==> config.mk <==
export PLATFORM = sky130hd
export DESIGN_NAME = led_fade_driver_flat
export DESIGN_NICKNAME = d
export VERILOG_FILES = /design/src/rtl/led_pkg.sv /design/src/rtl/led_fade_driver_if.sv /design/src/rtl/led_fade_channel.sv /design/src/rtl/led_fade_driver.sv /design/src/flat_wrapper.sv
export SDC_FILE = /design/constraint.sdc
export NUM_CORES = 1
export LEC_CHECK = 0
export ABC_AREA = 1
export CORE_MARGIN = 5
export CORE_UTILIZATION = 40
export DETAILED_ROUTE_END_ITERATION = 8
export SYNTH_ARGS = -nofsm -noshare
export SYNTH_HDL_FRONTEND = slang
export SYNTH_SLANG_ARGS = --single-unit
==> constraint.sdc <==
create_clock -name clk -period 3.35 [get_ports clk]
set_clock_uncertainty 0.1 [all_clocks]
set_input_delay 0.67 -clock clk [delete_from_list [all_inputs] [get_ports clk]]
set_output_delay 0.67 -clock clk [all_outputs]
set_load 0.02 [all_outputs]
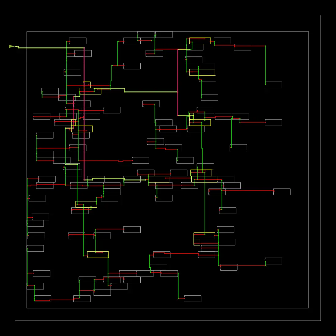
(run_1/final_clocks.png)
clk pwr: 1.09 mW
clk ins delay skew pair: 350 ps
CTS buffer count: 9
CLK BUF: 9
flop count: 95

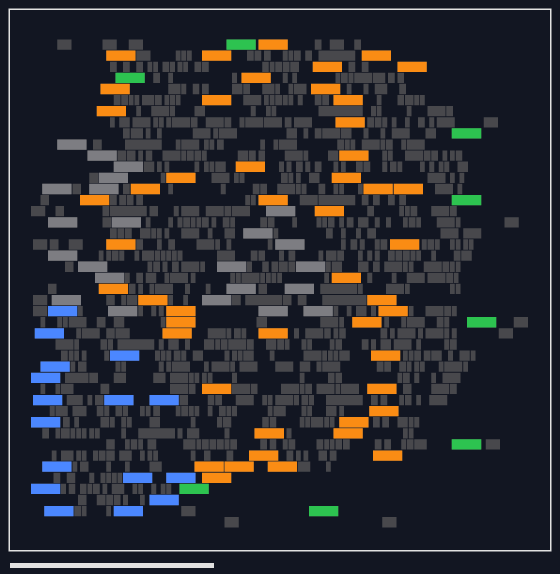
(run_1/registers.png)
The bar under the picture is 50 um long. Other sequential cells in the stronger grey, the rest of the logic in the fainter grey.
- u_core.presc_r: blue (sequential cells 16)
- u_core.g_ch.u_ch.led: green (sequential cells 8)
- u_core.g_ch.u_ch.level_r: orange (sequential cells 48)
- not coloured: 23
proportion of cell area occupied by registers: 28.8%
post-layout util: 45.2%
Sequential Area: 1900 um^2
P_seq: 1.21 mW

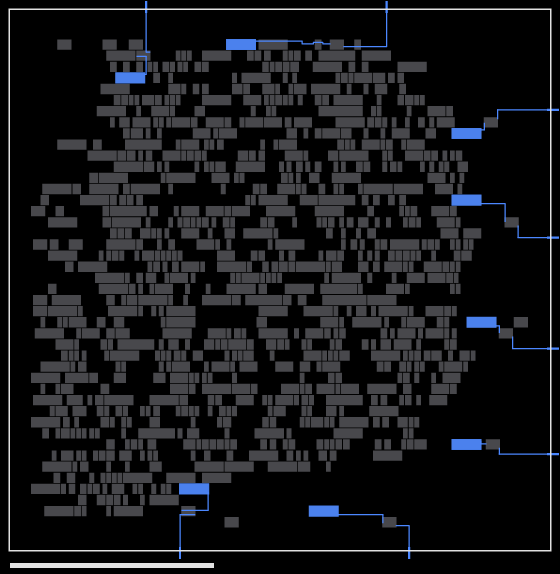
(run_1/port_nets.png)
The bar under the picture is 50 um long.
- bus_LED: blue (bits 8; direction output; edge 4 east, 2 north, 2 south; end cells 8; buffers 8; wire 171 um)
IO Count: 20
port buffer count: 19

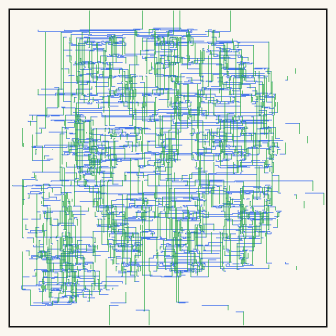
(run_1/metal_stack.png)
Only two layers are drawn.
- met2: green (wire length 6040 um)
- met1: blue (wire length 6590 um)
all-layer global routing usage: 15.3%
vias after detailed routing: 5001
final WL: 13200 um
wire per inst: 12.8 um

==> out/metrics.yaml, run 1 <==
outcome:
  run_status: "finished, final reports clean"
global_routing:
  antenna_found_initial: 0
  grt_pass1_vias: 4625
final_layout:
  buffer_area_share_pct: 3.34
  finalNonFillerCells: 1034
  logic_area_um2: 3480
  largest_reg_flops: 48
  combAreaFraction_pct: 52.7
logic_synthesis:
  logic_family: "simple AND/OR/NAND/NOR gates"
  syn-mean-instance-area_um2: 7.16
  yosys_warnings: 0
  yosys-stat-cells: 835
  synth-seq-cells: 95
  synth_nets: 922
floorplanning:
  row_count: 44
  initial_core_util_pct: 41.0
  tap_cells: 184
timing:
  rsz0062_at_grt: "no"
  fmax_mhz: 390
  slew_headroom_pct: 49.5
  period_used_pct: 76.6
setup_path:
  cp-end-kind: "output port"
  slowest_stage: "clkdlybuf4s50_1"
  rrSetupSlack_ps: 1330
pwr:
  seqPwrFrac_pct: 45.7
  p_comb_mw: 0.340
  irDropWorstVdd_mv: 0.291
  p_clk_share_pct: 41.4
route:
  top_layer_used: "met4"
worst_hold_path:
  min_path_cells: 1
cts:
  clkTransAtPathRegs_ps: 60
  clockBufferDepth: 2
  ctsHtreeMaxLevel: 3
[run 1: cells in the mapped netlist, drive strengths merged]
cell type	instances	area share [%]
buf	22	2.3
a21oi	84	7.0
nor3	6	0.77
nand2	159	10
nor2	92	6.0
xnor2	9	1.3
nand3b	7	0.88
o21ai	17	1.4
and2	1	0.10
ha	76	16
nor4	2	0.21
o211ai	6	0.75
nand3	75	6.3
inv	121	7.6
clkbuf	1	0.063
o21bai	11	1.4
xor2	12	1.8
o21a	8	1.0
nand4	14	1.5
dfxtp	95	32
or2	17	1.8
[run 1: through the flow]
step / setup WS (ps) / total power [mW]
after global routing: 718 / 2.77
final: 785 / 2.64
after global placement: 968 / 1.57
after CTS: 771 / 2.68
after detailed placement: 913 / 1.58
after floorplan: 1840 / 1.49
==> run 1 -> run 2 <==
==> constraint.sdc (replaced) <==
create_clock -name clk -period 2.3 [get_ports clk]
set_clock_uncertainty 0.1 [all_clocks]
set_input_delay 0.46 -clock clk [delete_from_list [all_inputs] [get_ports clk]]
set_output_delay 0.46 -clock clk [all_outputs]
set_load 0.02 [all_outputs]
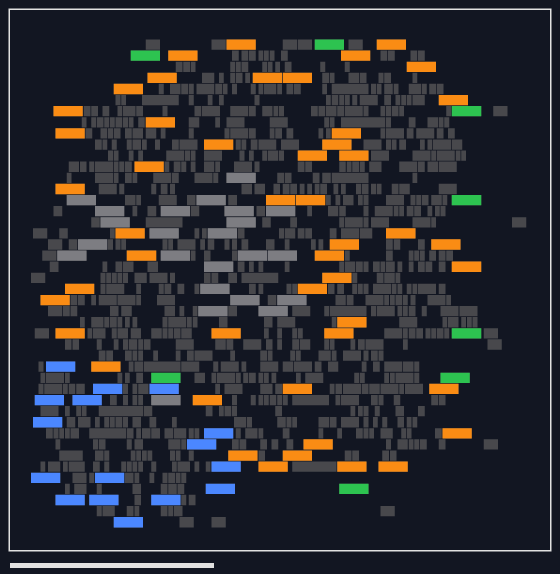
(run_2/registers.png)
The bar under the picture is 50 um long. Other sequential cells in the stronger grey, the rest of the logic in the fainter grey.
- u_core.g_ch.u_ch.led: green (sequential cells 8)
- u_core.g_ch.u_ch.level_r: orange (sequential cells 48; where all over the die)
- u_core.presc_r: blue (sequential cells 16; where south-west)
- not coloured: 23
post-layout util: 45.7%
proportion of cell area occupied by registers: 28.5%
P_seq: 1.76 mW

==> out/metrics.yaml, run 2 <==
logic_synthesis:
  synth-seq-cells: 95
  synth-edff-count: 0
  synth.most_common_cell: "nand2_1"
  top_cell_area_share_pct: 31.8
  synth_top_cell_by_area: "dfxtp_1"
  yosys-stat-cells: 835
  yosys_warnings: 0
route:
  routed_wl_um: 13100
floorplanning:
  tap_cells: 184
  initial_core_util_pct: 41.0
  row_count: 44
  ios: 20
cts:
  clk-insertion-delay-late_ps: 350
  clockBufferDepth: 2
  cts_buffers: 9
pwr:
  irDropWorstVdd_mv: 0.383
  seqPwrFrac_pct: 44.0
  p_clk_share_pct: 43.5
setup_path:
  rrSetupSlack_ps: 500
  cp-end-kind: "output port"
place:
  numPortBuffers: 19
final_layout:
  logic_area_um2: 3480
  flop_area_um2: 1900
  clock_buffers: 9
global_routing:
  grt_pass1_vias: 4674
timing:
  rsz0062_at_grt: "no"
  slew_headroom_pct: 45.0
outcome:
  run_status: "finished, final reports clean"
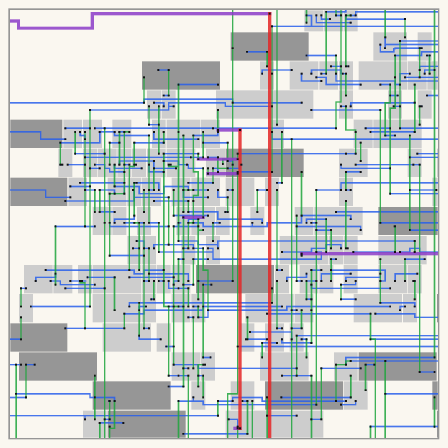
(run_2/zoom.png)
Window x 13 to 53, y 79 to 119 um. Cells in grey, sequential cells in the stronger grey; small squares are vias.
- met3: purple
- met4: red
- met2: green
- met1: blue
- sequential cells in the window: 13
- cells with their middle in the window: 113
- most frequent: inv_1 (19), nand2_1 (18), dfxtp_1 (13)

## run 2: cell counts after synthesis
No cell type changed its count.
## run 2: metrics by stage
step / instances / utilization [%] / setup slack, ps
5_1_grt: 1039 / 45.7 / 251
3_3_place_gp: 1023 / 43.3 / 195
6_report: 1039 / 45.7 / 288
4_1_cts: 1039 / 45.7 / 265
2_1_floorplan: 835 / - / 793
3_5_place_dp: 1023 / 43.3 / 162
## run 2: cells by family after synthesis
group	Yosys count	synth area share, %
buf+inv	144	9.95
xor+xnor	21	3.08
simple gates	373	27.6
flops	95	31.8
fa+ha+maj	76	15.9
compound gates	126	11.6
## run 2: layer usage
metal	up-vias	GRT usage, %	routed length (um)
met4	0	5.54	244
met3	17	2.29	291
met5	-	0	0
met2	54	24.2	5590
met1	2242	21.4	6930
li1	2723	-	-
No activity file was given, so power comes from the tool's default toggle rates.
